File: src/rtl/mcif_rd_client_port.sv
// MCIF read responder for one DMA client: credit-throttled AR issue, R pass-through, burst tracking.
// Optional MCIF_RD_ERR_CHK_EN adds rresp/rlast checking to the sticky rd_err flag.
module mcif_rd_client_port #(
    parameter int LEN_W    = 4,
    parameter int DAT_W    = 128,
    parameter int FIFO_DEP = 64,
    parameter int CRD_W    = 7,
    parameter int MAX_OTS  = 4
) (
    input  logic                      clk,
    input  logic                      rst_n,
    input  logic                      rd_req_vld,
    output logic                      rd_req_rdy,
    input  logic [LEN_W+63:0]         rd_req_pd,
    output logic                      axi_arvalid,
    input  logic                      axi_arready,
    output logic [31:0]               axi_araddr,
    output logic [7:0]                axi_arlen,
    input  logic                      axi_rvalid,
    output logic                      axi_rready,
    input  logic [DAT_W-1:0]          axi_rdata,
    input  logic                      axi_rlast,
    input  logic [1:0]                axi_rresp,
    output logic                      resp_vld,
    input  logic                      resp_rdy,
    output logic [DAT_W-1:0]          resp_pd,
    input  logic                      rd_fifo_pop,
    output logic                      rd_err,
    output logic [1:0]                dbgState,
    output logic [CRD_W-1:0]          dbgCredit,
    output logic [$clog2(MAX_OTS):0]  dbgOts
);
    // Valid/ready: a transfer happens on every rising edge where both valid and ready are high;
    // valid and its payload stay stable until that edge.
    localparam int OTS_W = $clog2(MAX_OTS) + 1;
    localparam int PTR_W = $clog2(MAX_OTS);
    localparam int SUM_W = CRD_W + 1;

    localparam logic [1:0] ST_IDLE  = 2'd0;
    localparam logic [1:0] ST_WAIT  = 2'd1;
    localparam logic [1:0] ST_ISSUE = 2'd2;

    logic [1:0]        state;
    logic              started;
    logic [31:0]       reqAddr;
    logic [LEN_W-1:0]  reqLen;
    logic [CRD_W-1:0]  credit;
    logic [OTS_W-1:0]  ots;
    logic [OTS_W-1:0]  otsNxt;
    logic [LEN_W-1:0]  beatCnt;
    logic [PTR_W-1:0]  wrPtr;
    logic [PTR_W-1:0]  rdPtr;
    logic [LEN_W-1:0]  lenMem [MAX_OTS];
    logic              rdErr;

    logic              reqHs;
    logic              arHs;
    logic              rHs;
    logic              gate;
    logic [SUM_W-1:0]  reqBeats;
    logic [SUM_W-1:0]  creditSum;
    logic              popOverflow;
    logic              rValidBeat;
    logic              orphan;
    logic              lastBeat;
    logic              burstDone;
    logic              protoErr;
    logic              unusedBits;

    assign reqHs      = rd_req_vld & rd_req_rdy;
    assign arHs       = axi_arvalid & axi_arready;
    assign rHs        = axi_rvalid & resp_rdy;
    assign reqBeats   = SUM_W'(reqLen) + SUM_W'(1);
    assign gate       = (state == ST_WAIT) && ({1'b0, credit} >= reqBeats) && (ots < OTS_W'(MAX_OTS));

    // Deduction and returned pop may land together; a pop that would push past full is dropped.
    assign creditSum   = {1'b0, credit} - (gate ? reqBeats : SUM_W'(0)) + SUM_W'(rd_fifo_pop);
    assign popOverflow = rd_fifo_pop && (creditSum > SUM_W'(FIFO_DEP));

    assign rValidBeat = rHs && (ots != '0);
    assign orphan     = rHs && (ots == '0);
    assign lastBeat   = (beatCnt == lenMem[rdPtr]);
    assign burstDone  = rValidBeat && lastBeat;

`ifdef MCIF_RD_ERR_CHK_EN
    assign protoErr   = rValidBeat && ((axi_rresp != 2'b00) || (axi_rlast != lastBeat));
    assign unusedBits = ^rd_req_pd[63:32];
`else
    assign protoErr   = 1'b0;
    assign unusedBits = ^{rd_req_pd[63:32], axi_rlast, axi_rresp};
`endif

    always_comb begin
        otsNxt = ots;
        case ({arHs, burstDone})
            2'b10:   otsNxt = ots + OTS_W'(1);
            2'b01:   otsNxt = ots - OTS_W'(1);
            default: otsNxt = ots;
        endcase
    end

    always_ff @(posedge clk or negedge rst_n) begin
        if (!rst_n) begin
            state   <= ST_IDLE;
            started <= 1'b0;
            reqAddr <= '0;
            reqLen  <= '0;
            credit  <= CRD_W'(FIFO_DEP);
            ots     <= '0;
            beatCnt <= '0;
            wrPtr   <= '0;
            rdPtr   <= '0;
            rdErr   <= 1'b0;
        end else begin
            started <= 1'b1;
            case (state)
                ST_IDLE: if (reqHs) begin
                    reqAddr <= rd_req_pd[31:0];
                    reqLen  <= rd_req_pd[LEN_W+63:64];
                    state   <= ST_WAIT;
                end
                ST_WAIT:  if (gate) state <= ST_ISSUE;
                ST_ISSUE: if (axi_arready) state <= ST_IDLE;
                default:  state <= ST_IDLE;
            endcase
            credit <= popOverflow ? CRD_W'(creditSum - SUM_W'(1)) : CRD_W'(creditSum);
            ots    <= otsNxt;
            if (arHs) wrPtr <= wrPtr + PTR_W'(1);
            if (burstDone) rdPtr <= rdPtr + PTR_W'(1);
            if (rValidBeat) beatCnt <= lastBeat ? '0 : beatCnt + LEN_W'(1);
            if (popOverflow || orphan || protoErr) rdErr <= 1'b1;
        end
    end

    // Length FIFO storage needs no reset: entries are only read while ots is non-zero.
    always_ff @(posedge clk) begin
        if (arHs) lenMem[wrPtr] <= reqLen;
    end

    assign rd_req_rdy  = started && (state == ST_IDLE);
    assign axi_arvalid = (state == ST_ISSUE);
    assign axi_araddr  = reqAddr;
    assign axi_arlen   = 8'(reqLen);
    assign axi_rready  = resp_rdy;
    assign resp_vld    = axi_rvalid;
    assign resp_pd     = axi_rdata;
    assign rd_err      = rdErr;
    assign dbgState    = state;
    assign dbgCredit   = credit;
    assign dbgOts      = ots;

endmodule
File: config.mk
export PLATFORM = sky130hd
export DESIGN_NAME = mcif_rd_client_port
export DESIGN_NICKNAME = d
export VERILOG_FILES = /design/src/rtl/mcif_rd_client_port.sv
export SDC_FILE = /design/constraint.sdc
export NUM_CORES = 1
export LEC_CHECK = 0
export CAP_MARGIN = 0
export CORE_AREA = 10 10 145 147
export DETAILED_ROUTE_END_ITERATION = 10
export DIE_AREA = 0 0 155 157
export PLACE_DENSITY_LB_ADDON = 0.3
export SYNTH_ARGS = -nofsm -noshare
export SYNTH_HDL_FRONTEND = slang
export SYNTH_SLANG_ARGS = --single-unit
File: constraint.sdc
create_clock -name clk -period 8.4 [get_ports clk]
set_input_delay 1.68 -clock clk [delete_from_list [all_inputs] [get_ports clk]]
set_output_delay 1.68 -clock clk [all_outputs]
set_load 0.03 [all_outputs]
**Run 1: floorplan with the power grid**

Scale bar: 50 um. Pins as bars on the die edge. Tap cells in gray.
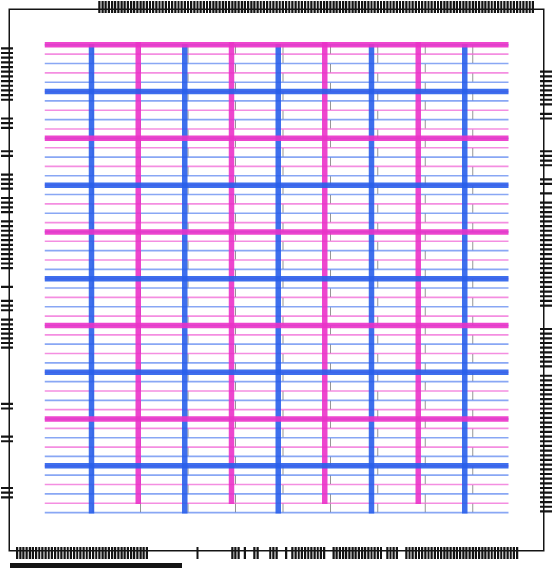
- VDD: magenta
- VSS: blue
- met1 rails: 51
- signal pins: 391
- met4 straps: 9
- rows: 50

**Run 1: placed cells, one color a class**

Fill, decap, tap and diode cells in gray.
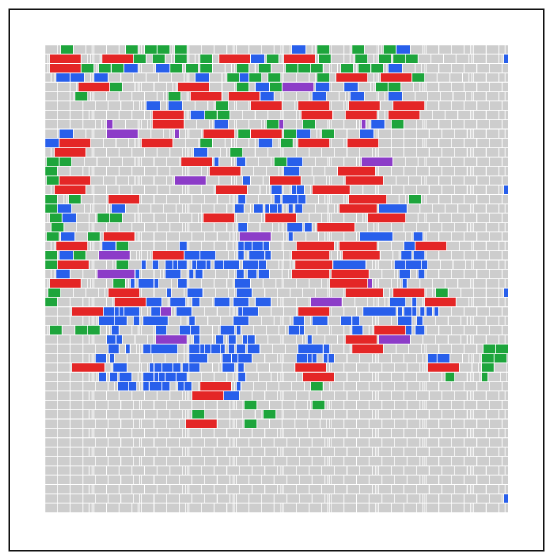
- flops: red (cells 74; share of their area 38%)
- clock drivers and dummy loads: purple (cells 16; share of their area 5.7%)
- combinational and other logic: blue (cells 221; share of their area 37%)
- other buffers and delay cells: green (cells 96; share of their area 19%)

**Run 1: placement view**

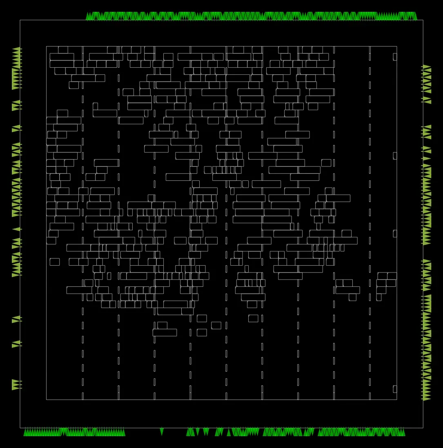
Core Util, Final: 29.0%
Fillers: 1893
fin cells: 641

**Run 1: signal metal coverage by tile**

31 x 31 tiles, from dark blue (low) to red (high), scaled to the fullest tile. Values are wire area over tile area, all layers added.
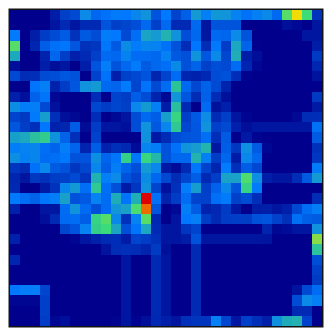
- tiles over half the peak: 1.1%
- fullest tile: 0.64
- nearly empty tiles: 36%

==> job_summary.md, run 1 <==
### Yosys + OpenROAD results

| Metric | Value |
|---|---|
| Cts repair resizes | `0` |
| Most frequent cells in the layout | `94 x clkdlybuf4s50_1, 57 x dfrtp_1, 36 x mux2_2` |
| RSZ-0062 raised after global routing | `false` |
| Critical Path AT | `5.25 ns` |
| Seq cells | `74` |
| Top sig layer | `met4` |
| Top cells by area | `dfrtp_1 30%, buf_4 21%, edfxtp_1 10%` |
| Netlist cell types | `58` |
| Synthesized instance count | `431` |
| Max IR drop VDD | `0.000170 V` |
| Met3 Wirelength | `1120 um` |
| P_comb | `1470 uW` |
| Worst Hold Launch | `rd_err$_DFFE_PN0P_` |
| Clock net power | `377 uW` |
| Clk_lat worst skew | `0.34 ns` |
| Layout cell share with drive strength beyond 1 | `15.5%` |
| Most numerous logic cell after layout | `clkdlybuf4s50_1` |
| Seq/total area | `36.4%` |
| Top cell type by total area after synthesis | `dfrtp_1` |
| CTS tree | `built` |
| Worst reg2reg path startpoint | `reqLen[0]$_DFFE_PN0P_` |
| Nonclk buf count | `96` |
| Net Switching | `1100 uW` |
| Postcts setup bufs | `0` |
| Seq. pwr | `656 uW` |
| Drt wl/cell | `16.7 um` |
| Count of antenna-violating nets left after detailed routing | `0` |
| Worst setup EP type | `flop` |
| Yosys aoi share | `6.32%` |
| Initial Util | `26.2%` |
| Logic Gate Count | `199` |
| Clkbuf count | `9` |
| Routed vias/inst | `4.36` |
| Pre-CTS WS | `3.38 ns` |
| Placed Cells | `625` |
| Final Setup Violations | `0` |
| Xor/xnor share | `3.10%` |
| HP Class | `flop to flop` |
| Path depth of the worst reg2reg path | `19` |
| Setup_tns | `0 ns` |
| Flip-flops with a built-in enable | `16` |
| Yosys Instances | `431` |
| Initial DRC count | `130` |
| Num ports | `391` |
| Fmax | `0.199 GHz` |
| Synth Area in Simple Gates | `7.96%` |
| Hold depth | `1` |
| Final HPWL DP | `8240 um` |
| Area growth syn-to-layout | `10.5%` |
| RR Endpoint | `rd_err$_DFFE_PN0P_` |
| Die height | `157 um` |
| Antenna cells | `0` |
| Mapped Area | `4810 um^2` |
| Leading cell kind | `registers` |
| Drt total wl | `10700 um` |
| Die area | `24300 um^2` |
| CTS Hold Buffers Added | `0` |
| Logic pwr share | `58.7%` |
| Register share after synthesis | `40.2%` |
| Gr ovfl total | `0` |
| DRC | `0` |
| Met3 Use GR | `4.89%` |
| Worst Setup Path Type | `flop to flop` |
| Largest net degree at the start of global routing | `59` |
| Gr usage total | `8.71%` |
| DR vias | `2795` |
| Synthesis area per yosys | `4810 um^2` |
| Nets | `637` |
| Count leader, synth | `buf_4` |
| Placed Area | `5030 um^2` |
| Met2 Wirelength | `5280 um` |
| Mapped Avg Cell Area | `11.2 um^2` |
| Tap Cells | `234` |
| Dominant Register Cell | `dfrtp_1` |
| Crit-path max FO | `8` |
| GR peak layer | `met2` |
| Tool warnings | `66` |
| Worst setup path endpoint | `rd_err$_DFFE_PN0P_` |
| Cell Rows | `50` |
| CTS Buf Count | `9` |
| Met1 WL | `4030 um` |
| Slew Viols, Final | `0` |
| Final Cycle Share | `59.8%` |
| Worst slew margin | `41.6%` |
| Leak | `0.00213 uW` |
| Outcome | `complete, no violations` |
| Finished Cell Area | `5320 um^2` |
| Antenna violations before repair | `0` |
| Worst Tran Pin Value | `0.876 ns` |
| Smallest hold slack | `0.479 ns` |
| Dominant cell area share | `29.7%` |
| Max Cap Violations | `0` |
| Final setup skew | `0.00833 ns` |
| Core outline area | `18300 um^2` |
| Fin crit period | `5.02 ns` |
| Critical Path Start Type | `flop` |
| CTS root buf | `clkbuf_16` |
| Met1 Use GR | `8.93%` |
| Crit. Startpoint | `reqLen[0]$_DFFE_PN0P_` |
| Yosys warnings | `0` |
| Final Power | `2500 uW` |
| Non-clk buf share | `17.9%` |
| Final setup margin | `3.38 ns` |
| Register area | `1930 um^2` |
| Hold Fails Final Rpt | `0` |
| Chip Width | `155 um` |
| Met2 Resource Use GR | `14.0%` |
| FFs w/ async S/R, synth | `78.4%` |
| Top power group | `combinational cells` |
| Number of synthesized register bits | `74` |
| Port Buffers | `95` |
[run 1: worst max-delay path, cell delays in order, from the launching register on]
cell and delay (ns):
dfrtp_1 0.48, ha_1 0.29, xnor2_1 0.17, ha_1 0.32
a21o_1 0.11, nand2_1 0.04, a21boi_0 0.16, o21ai_0 0.14
a211oi_1 0.60, and2_1 0.23, ha_1 0.12, inv_1 0.04
ha_1 0.19, fa_1 0.41, a211o_1 0.37, a2111o_1 0.40
o311a_2 0.21, nand2_2 0.11, o21ai_2 0.16, a311o_1 0.35
[run 1: registers in the layout, summed over array words and instances, names as in the netlist]
signal      flops
beatCnt         4
lenMem         16
dbgState        2
wrPtr           2
rd_err          1
rdPtr           2
reqLen          4
axi_araddr     32
dbgCredit       7
dbgOts          3
started         1
**Run 1: I/O nets highlighted**

Scale bar: 50 um.
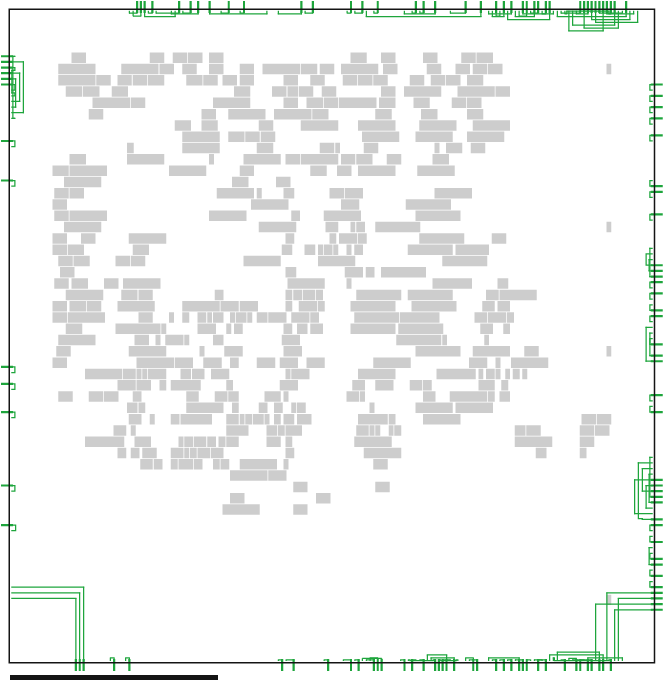

--- run 2 (diff from run 1) ---
CORE_AREA = 10 10 142 144   (was 10 10 145 147)
DIE_AREA = 0 0 152 154   (was 0 0 155 157)
clock period = 4.2 ns   (was 8.4 ns; I/O delays follow)
**Run 2: I/O nets highlighted**

Scale bar: 50 um.
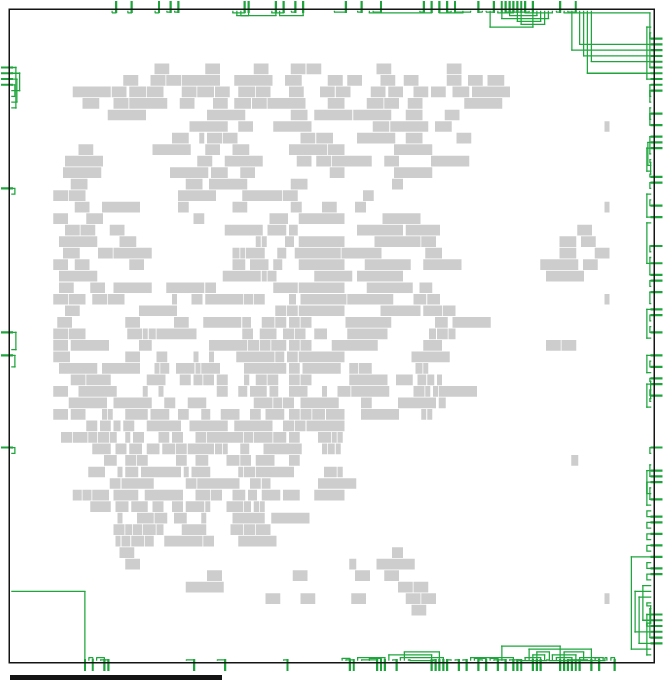
- resp_pd: green (bits 128; direction output; edge 50 right, 39 bottom, 31 top, 8 left; end cells 0; buffers 0; wire 908 um)

**Run 2: floorplan with the power grid**

Scale bar: 50 um. Pins as bars on the die edge. Tap cells in gray.
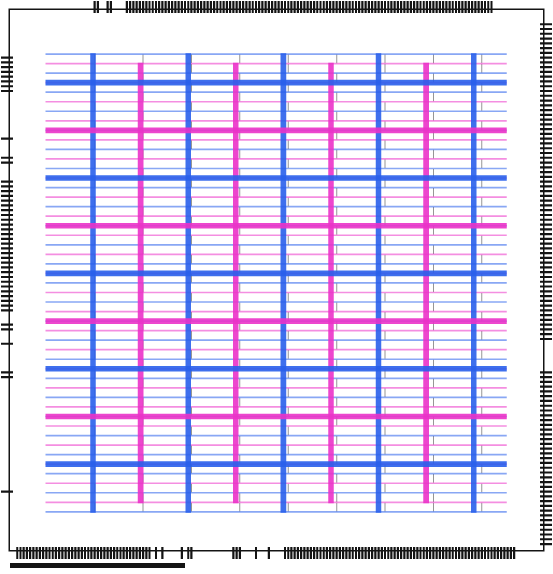
- VDD: magenta
- VSS: blue
- met5 straps: 9
- met1 rails: 49

==> job_summary.md, run 2 <==
### Yosys + OpenROAD results

| Metric | Value |
|---|---|
| Outcome | `complete, no violations (unchanged)` |
| Number of synthesized register bits | `74 (unchanged)` |
| Leading cell types by count after synthesis | `134 x buf_4, 57 x dfrtp_1, 36 x mux2_2, 27 x ha_1, 22 x inv_1 (unchanged)` |
| Core Util, Final | `34.9% (was 29.0%)` |
| Hold Fails Final Rpt | `0 (unchanged)` |
| Max Cap Violations | `0 (unchanged)` |
| Slew Viols, Final | `0 (unchanged)` |
| Placed Area | `5240 um^2 (was 5030 um^2)` |
| Flip-flops with a built-in enable | `16 (unchanged)` |
| R2r setup slk | `0.09 ns (was 3.38 ns)` |
| Final HPWL DP | `8460 um (was 8240 um)` |
| Crit path top cell by count | `ha_4 (was ha_1)` |
| Leak | `0.00242 uW (was 0.00213 uW)` |
| Net Switching | `2620 uW (was 1100 uW)` |
| Finished Cell Area | `6000 um^2 (was 5320 um^2)` |
| Worst Setup Path Type | `flop to flop (unchanged)` |
| Clk_lat worst skew | `0.34 ns (about the same)` |
| Final setup margin | `0.0863 ns (was 3.38 ns)` |
| Clk sinks | `74 (unchanged)` |
| Flip-flop count of the largest register after layout | `32 (unchanged)` |
| Mapped Area | `4810 um^2 (unchanged)` |
| Pre-CTS WS | `-0.160 ns (was 3.38 ns)` |
| Initial Util | `28.0% (was 26.2%)` |
| Final setup skew | `0.00761 ns (was 0.00833 ns)` |
| Crit-path max FO | `4 (was 8)` |
| Most numerous logic cell after layout | `clkdlybuf4s50_1 (unchanged)` |
| Count of antenna-violating nets left after detailed routing | `0 (unchanged)` |
| Clock Path Buffers | `2 (unchanged)` |
| Largest net degree at the start of global routing | `44 (was 59)` |
| HP Class | `input port to asynchronous set/reset pin (was flop to flop)` |
| Smallest hold slack | `0.444 ns (was 0.479 ns)` |
| Logic family by area | `buffers and inverters (unchanged)` |
| Drt total wl | `11900 um (was 10700 um)` |
| P_comb | `4220 uW (was 1470 uW)` |
| Routed vias/inst | `4.45 (was 4.36)` |
| Path depth of the worst reg2reg path | `19 (unchanged)` |
| Fin crit period | `4.11 ns (was 5.02 ns)` |
| Clock net power | `725 uW (was 377 uW)` |
| WP depth | `19 (unchanged)` |
| Xor/xnor share | `3.10% (unchanged)` |
| Worst-path cell chain | `ha_4 -> xnor2_4 -> ha_4 -> a21o_1 -> nand2_1 -> a21boi_2 -> o21ai_2 -> a211oi_2 -> and2_1 -> ha_1 -> inv_1 -> ha_2 -> fa_2 -> a211o_4 -> a2111o_1 -> o311a_4 -> nand2_4 -> o21ai_4 -> a311o_1 (was ha_1 -> xnor2_1 -> ha_1 -> a21o_1 -> nand2_1 -> a21boi_0 -> o21ai_0 -> a211oi_1 -> and2_1 -> ha_1 -> inv_1 -> ha_1 -> fa_1 -> a211o_1 -> a2111o_1 -> o311a_2 -> nand2_2 -> o21ai_2 -> a311o_1)` |
| Synthesized instance count | `431 (unchanged)` |
| Dominant cell area share | `29.7% (unchanged)` |
| Gr usage total | `9.86% (was 8.71%)` |
| Yosys warnings | `0 (unchanged)` |
| Synth Area in Simple Gates | `7.96% (unchanged)` |
| Critical Path RT | `4.42 ns (was 8.63 ns)` |
| Vias in the first global route | `3309 (was 3041)` |
| RR Endpoint | `rd_err$_DFFE_PN0P_ (unchanged)` |
| Fin cells | `687 (was 641)` |
| Die height | `154 um (was 157 um)` |
| Met3 Wirelength | `1020 um (was 1120 um)` |
| Count leader, synth | `buf_4 (unchanged)` |
| Gr ovfl total | `0 (unchanged)` |
| CTS Buf Count | `9 (unchanged)` |
| Worst reg2reg path startpoint | `reqLen[1]$_DFFE_PN0P_ (was reqLen[0]$_DFFE_PN0P_)` |
| Nets | `692 (was 637)` |
| Worst slew margin | `40.9% (was 41.6%)` |
| PwrDens | `1040 nW/um^2 (was 471 nW/um^2)` |
| Antenna cells | `0 (unchanged)` |
| Met1 WL | `4400 um (was 4030 um)` |
| Crit-path leading delay family | `AND-OR/OR-AND gates (unchanged)` |
| Core outline area | `17200 um^2 (was 18300 um^2)` |
| Worst setup path endpoint | `rd_err$_DFFE_PN0P_ (unchanged)` |
| Netlist cell types | `58 (unchanged)` |
| Synthesis area per yosys | `4810 um^2 (unchanged)` |
| Mapped Avg Cell Area | `11.2 um^2 (unchanged)` |
| Tool warnings | `69 (was 66)` |
| Gpl congestion | `0.742 (was 0.763)` |
| Top sig layer | `met4 (unchanged)` |
| CP bufs+invs | `1 (unchanged)` |
| Setup_tns | `0 ns (unchanged)` |
| Top power group | `combinational cells (unchanged)` |
| CTS Hold Buffers Added | `0 (unchanged)` |
| Initial DRC count | `103 (was 130)` |
| Critical Path AT | `4.34 ns (was 5.25 ns)` |
| Placed Cells | `643 (was 625)` |
| H-tree levels | `3 (unchanged)` |
| Seq. pwr | `1290 uW (was 656 uW)` |
| Register share after synthesis | `40.2% (unchanged)` |
| Met3 Use GR | `4.80% (was 4.89%)` |
| Fmax | `0.243 GHz (was 0.199 GHz)` |
| CTS root buf | `clkbuf_16 (unchanged)` |
| FFs w/ async S/R, synth | `78.4% (unchanged)` |
| Top cell type by total area after synthesis | `dfrtp_1 (unchanged)` |
| Final Cycle Share | `97.9% (was 59.8%)` |
| Drt wl/cell | `17.3 um (was 16.7 um)` |
| DR vias | `3057 (was 2795)` |
| Adder share | `7.86% (unchanged)` |
| Fillers | `1751 (was 1893)` |
| First-pass GRT wire length | `18600 um (was 16700 um)` |
| Chip Width | `152 um (was 155 um)` |
| CTS tree | `built (unchanged)` |
| Met2 Wirelength | `6100 um (was 5280 um)` |
| RSZ-0062 raised after global routing | `true (was false)` |
| CP max stage delay | `0.44 ns (was 0.60 ns)` |
| Mux cell area share after synthesis | `11.2% (unchanged)` |
| Most frequent cells in the layout | `94 x clkdlybuf4s50_1, 54 x dfrtp_1, 54 x buf_4 (was 94 x clkdlybuf4s50_1, 57 x dfrtp_1, 36 x mux2_2)` |
| Logic pwr share | `67.7% (was 58.7%)` |
| Antenna violations before repair | `0 (unchanged)` |
| Yosys Instances | `431 (unchanged)` |
| Die area | `23400 um^2 (was 24300 um^2)` |
| Critical Path Start Type | `flop (unchanged)` |
| Yosys aoi share | `6.32% (unchanged)` |
| GR peak layer | `met2 (unchanged)` |
| Area growth syn-to-layout | `24.7% (was 10.5%)` |
| Worst setup EP type | `flop (unchanged)` |
| Dominant Register Cell | `dfrtp_1 (unchanged)` |
| Num ports | `391 (unchanged)` |
| Worst Tran Pin Value | `0.886 ns (was 0.876 ns)` |
| Net Sw Frac | `42.0% (was 43.9%)` |
| Layout cell share with drive strength beyond 1 | `34.2% (was 15.5%)` |
| Max IR drop VDD | `0.000870 V (was 0.000170 V)` |
| Final Power | `6240 uW (was 2500 uW)` |
| Initial DRT Pass Iterations | `4 (unchanged)` |
| Port Buffers | `95 (unchanged)` |
| Crit. Startpoint | `reqLen[1]$_DFFE_PN0P_ (was reqLen[0]$_DFFE_PN0P_)` |
| CP max stage cell | `dfrtp_2 (was a211oi_1)` |
| Final Setup Violations | `0 (unchanged)` |
| Met1 Use GR | `10.3% (was 8.93%)` |
| Top cells by area | `dfrtp_1 30%, buf_4 21%, edfxtp_1 10% (unchanged)` |
| DRC | `0 (unchanged)` |
| Cell Rows | `48 (was 50)` |
| Met2 Resource Use GR | `16.1% (was 14.0%)` |
-- run 2: logic make-up (layout without fill, tap and decap cells) --
family,Yosys count,in the layout
compound gates,43,43
xor+xnor,17,17
fa+ha+maj,29,29
buf+inv,161,189
flops,74,74
mux,43,43
other cells,2,5
simple gates,62,62
-- run 2: final cells by class --
type | count | area [um^2] | share of cell area, %
multi-input cells | 199 | 2050 | 34.1
repair buffers | 151 | 1370 | 22.9
inverters | 22 | 82.6 | 1.38
clock buffers | 9 | 225 | 3.75
clock inverters | 7 | 52.6 | 0.876
well taps | 225 | 282 | 4.69
flip-flops and latches | 74 | 1940 | 32.3
-- run 2: what timing repair did --
item / CTS / global route
buffers inserted: 29 / 3
resized: 17 / 29
endpoints found under the hold margin: 0 / 0
setup endpoints to repair: 7 / 9
pin swaps: 19 / 22
Power and IR drop assume default switching activity.
